File: src/rtl/structural_demultiplexer.sv
// Registered 1-to-4 demultiplexer with per-channel valid/ready holding
// registers and delivered-word counters. Channel index = {addr1, addr0}.
module structural_demultiplexer #(
    parameter int WIDTH     = 1,
    parameter int CNT_WIDTH = 8
) (
    input  logic                 clk,
    input  logic                 reset,
    input  logic                 addr0,
    input  logic                 addr1,
    input  logic [WIDTH-1:0]     in,
    input  logic                 in_valid,
    output logic                 in_ready,
    output logic [WIDTH-1:0]     out0,
    output logic [WIDTH-1:0]     out1,
    output logic [WIDTH-1:0]     out2,
    output logic [WIDTH-1:0]     out3,
    output logic [3:0]           out_valid,
    input  logic [3:0]           out_ready,
    output logic [CNT_WIDTH-1:0] count0,
    output logic [CNT_WIDTH-1:0] count1,
    output logic [CNT_WIDTH-1:0] count2,
    output logic [CNT_WIDTH-1:0] count3
);

    logic [1:0]           sel;
    logic                 accept;
    logic [3:0]           drain;
    logic [WIDTH-1:0]     data_q  [4];
    logic [WIDTH-1:0]     data_d  [4];
    logic [3:0]           valid_q;
    logic [3:0]           valid_d;
    logic [CNT_WIDTH-1:0] cnt_q   [4];
    logic [CNT_WIDTH-1:0] cnt_d   [4];

    assign sel = {addr1, addr0};

    // Input handshake: only the selected channel can stall the producer.
    always_comb begin
        in_ready = !reset && (!valid_q[sel] || out_ready[sel]);
        accept   = in_valid && in_ready;
    end

    // Per-channel next state: drain frees the slot, accept refills it in the same cycle.
    always_comb begin
        for (int k = 0; k < 4; k++) begin
            data_d[k]  = data_q[k];
            valid_d[k] = valid_q[k];
            cnt_d[k]   = cnt_q[k];
            drain[k]   = valid_q[k] && out_ready[k];
            if (drain[k]) begin
                valid_d[k] = 1'b0;
                cnt_d[k]   = cnt_q[k] + CNT_WIDTH'(1);
            end
            if (accept && (sel == 2'(k))) begin
                data_d[k]  = in;
                valid_d[k] = 1'b1;
            end
        end
    end

    // Channel registers; reset discards any held words and clears counters.
    always_ff @(posedge clk or posedge reset) begin
        if (reset) begin
            valid_q <= '0;
            for (int k = 0; k < 4; k++) begin
                data_q[k] <= '0;
                cnt_q[k]  <= '0;
            end
        end else begin
            valid_q <= valid_d;
            for (int k = 0; k < 4; k++) begin
                data_q[k] <= data_d[k];
                cnt_q[k]  <= cnt_d[k];
            end
        end
    end

    // Outputs come straight from the registers, data is not gated by valid.
    always_comb begin
        out0      = data_q[0];
        out1      = data_q[1];
        out2      = data_q[2];
        out3      = data_q[3];
        out_valid = valid_q;
        count0    = cnt_q[0];
        count1    = cnt_q[1];
        count2    = cnt_q[2];
        count3    = cnt_q[3];
    end

endmodule

File: config.mk
export PLATFORM = sky130hd
export DESIGN_NAME = structural_demultiplexer
export DESIGN_NICKNAME = d
export VERILOG_FILES = /design/src/rtl/structural_demultiplexer.sv
export SDC_FILE = /design/constraint.sdc
export NUM_CORES = 1
export LEC_CHECK = 0
export CAP_MARGIN = 30
export CORE_MARGIN = 5
export CORE_UTILIZATION = 47
export CTS_BUF_LIST = sky130_fd_sc_hd__clkbuf_16
export DETAILED_ROUTE_END_ITERATION = 8
export PLACE_DENSITY_LB_ADDON = 0.3
export SYNTH_ARGS = -nofsm -noshare
export SYNTH_HDL_FRONTEND = slang
export SYNTH_SLANG_ARGS = --single-unit
File: constraint.sdc
create_clock -name clk -period 2.4 [get_ports clk]
set_input_delay 0.36 -clock clk [delete_from_list [all_inputs] [get_ports clk]]
set_output_delay 0.36 -clock clk [all_outputs]
set_load 0.05 [all_outputs]
### Routing congestion map

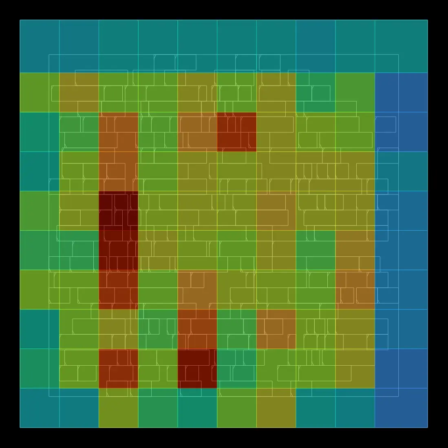
All-Layer GR Usage: 0.1602
wire per inst: 14.74 um
GR met2 Demand/Resource: 0.2786
Finished Core Util: 0.6972
global-route track usage on met1: 0.1761

### Met2 routing

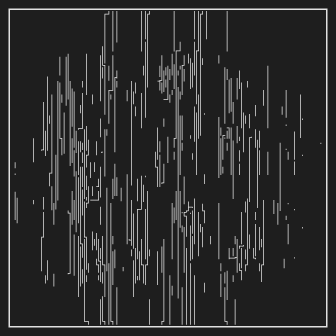
The longest straight run is 47.6 um. The layer carries 1970 um of wire. The layer holds 52% of the routed length.

### Wire density map

Scale bar: 20 um. 14 x 14 tiles, from black (low) to pale yellow (high), scaled to the fullest tile. Values are wire area over tile area, all layers added.
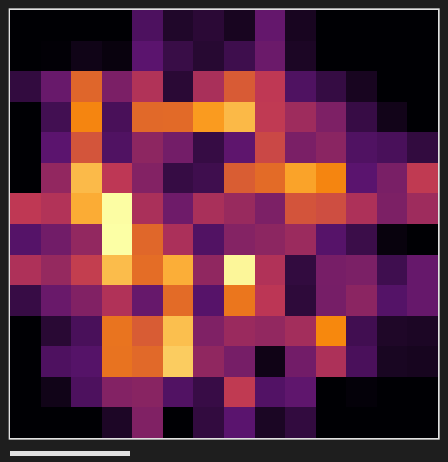
20% of the tiles are over half the peak. The emptiest ninth of the die: north-east. The fullest tile reaches 0.40. The densest ninth of the die: west. The mean over all tiles is 0.12. 18% of the tiles are nearly empty.
WL final: 3773 um
via count: 1336

through the flow:
step / hold WS (ns) / setup slack, ns / instances
after floorplan: 0.4673 / 0.04347 / 150
after global placement: 0.4562 / 0.2994 / 248
after detailed placement: 0.4639 / 0.2539 / 248
after CTS: 0.4745 / 0.2543 / 256
after global routing: 0.4847 / 0.2069 / 256
final: 0.4666 / 0.2466 / 256
flip-flops by register name, indices dropped and copies added, names as in the netlist:
name and cells:
count2 8, count1 8, out3 1, out0 1, out2 1, out_valid 4
count3 8, count0 8, out1 1
cells in the mapped netlist:
master    number  area, um^2
nand2_1       22       82.58
dfrtp_1       40        1001
nand3b_1       1       7.510
nand4b_1       1       8.760
xnor2_1       19       166.4
ha_1           4       50.05
buf_2          1       5.000
nor2b_1        1       6.260
nand3_2        1       10.01
inv_1          2       7.510
o21ai_0        2       10.01
nor4_1         1       6.260
xor2_1         9       78.83
o311ai_1       1       8.760
nor3_1         4       20.02
and4_1         3       26.28
or4b_1         1       10.01
nor2_1         5       18.77
mux2i_1        1       10.01
buf_6          1       11.26
and3_1         4       25.02
nand2b_1       4       25.02
mux2_2         8       90.09
nand4_1        7       43.79
nand3_1        6       30.03
a21oi_2        1       8.760
worst max-delay path, stage by stage:
cell and delay, ns:
clkdlybuf4s50_1 0.52, or4b_1 0.54, o311ai_1 0.12, a21oi_2 0.09, buf_12 0.16
final timing paths:
check,endpoint,cells after the start,start
setup / recovery,in_ready,5,addr1
hold reg to reg,count0[7],1,count0[7]
hold / removal,count0[7],1,count0[7]
setup reg to reg,count2[6],4,count2[0]
min in group asynchronous,out_valid[0],3,reset
max in group asynchronous,out0,3,reset
layer usage:
layer  up-vias  wire length, um  track usage
li1        628                -            -
met1       656             1494       0.1761
met2        43             1966       0.2786
met3         9              235      0.05610
met4         0               78      0.06889
met5         -                0            0
power by group through the flow:
stage / Combinational, uW / Clock (uW) / Sequential (uW)
CTS: 994 / 978 / 962
global route: 1030 / 1000 / 988
detailed placement: 985 / 0 / 971
finish: 982 / 960 / 964
floorplan: 195 / 0 / 1400
global placement: 969 / 0 / 955
kinds of logic (layout without fill, tap and decap cells):
kind of cell | count (synthesis) | in the layout | share of synthesized area
AND-OR/OR-AND | 4 | 4 | 0.01557
XOR/XNOR | 28 | 28 | 0.1387
adder cells (fa/ha/maj) | 4 | 4 | 0.02831
buffers and inverters | 4 | 62 | 0.01344
flip-flops | 40 | 40 | 0.5662
multiplexers | 9 | 9 | 0.05662
AND/OR/NAND/NOR | 61 | 61 | 0.1812
area by class of cell:
cell class / count / area (um^2) / area share
clock inverter: 3 / 90.09 / 0.03529
multi-input combinational: 106 / 743.2 / 0.2912
sequential: 40 / 1001 / 0.3922
clock buffer: 5 / 125.1 / 0.04902
tap: 48 / 60.06 / 0.02353
timing repair buffer: 52 / 525.5 / 0.2059
inverter: 2 / 7.507 / 0.002941
==> flow_summary.toml <==
# generated from flow reports
[status]
status = "complete, no violations"

[worst_setup_path]
r2r_setup_slack_ns = 1.20
crit_path_max_fanout = 7
critPathRequiredTime_ns = 2.04
cp.arrival_ns = 1.79
cp-start-kind = "input port"
crit_path_end_kind = "primary output"
path_class = "input port to primary output"

[logic_synthesis]
ys_cells = 150
syn_area_mm2 = 0.001768
synth_cells = 150
ys_ff = 40
yosys_area_mm2 = 0.001768
yosys.cell_types.count = 26
ys_warn_count = 0
postSynthSeqShare = 0.5662
syn-num-nets = 164

[global_routing]
antenna_found_initial = 0
grt_pass1_vias = 1354
gr-total-overflow = 0
grt_pass1_wl_um = 6389
grt_start_max_net_pins = 41

[place]
numPortBuffers = 50
placed_cell_area_mm2 = 0.002337
dpl.hpwl_um = 2724

[clock_network]
clkSinkCount = 40
clock_path_buffers = 2
cts-hold-fix-buffers = 0
numCtsBuffers = 5
h-tree-depth = 2
clk-insertion-delay-late_ns = 0.28
clk_pin_slew_ns = 0.06
root_buffer = "clkbuf_16"
post_cts_resized = 0
cts_setup_buffers = 0
cts_tree = "yes"

[final_timing]
relSlewSlack = 0.6471
period_used_share = 0.8973
timing.fmax_ghz = 0.4644
tightest_slew_ns = 0.5277
rsz0062_at_grt = "false"
setup_viol = 0
maxSlewViolCount = 0
fin_tns_setup_ns = 0
period_minus_slack_ns = 2.153
hold_violations = 0
fin_skew_ns = 0.005350

[hold_path]
min-delay-path-class = "flip-flop to flip-flop"

[detailed_routing]
vias_per_cell = 5.219
drc = 0
drt_iter0_markers = 50
first_pass_iters = 5

[die]
num_rows = 22
die_h_um = 71.33
io_pins = 51
die_w_um = 71.33
fp-utilization = 0.4829
fp.dieArea_mm2 = 0.005088
core-area_mm2 = 0.003661

[pwr]
leakage_uw = 0.001128
pwr-share-seq = 0.332
comb_power_share = 0.338
total_power_uw = 2906
swShare = 0.3604
p_int_uw = 1859
irDropWorstVdd_mv = 0.8195

[layout]
layout.cells.most_common = "clkdlybuf4s50_1"
lay_top_cells = "clkdlybuf4s50_1 (49), dfrtp_1 (40), nand2_1 (22), xnor2_1 (19), xor2_1 (9)"
antenna_cells = 0
final_net_count = 221
fill_cells = 271
fin_area_mm2 = 0.002552
layout-drive-gt1-share = 0.1010
area_delta_synth_final_pct = 44.37

[run]
cap_violations = 0
tool_warnings = 26
No activity file was given, so power comes from the tool's default toggle rates.
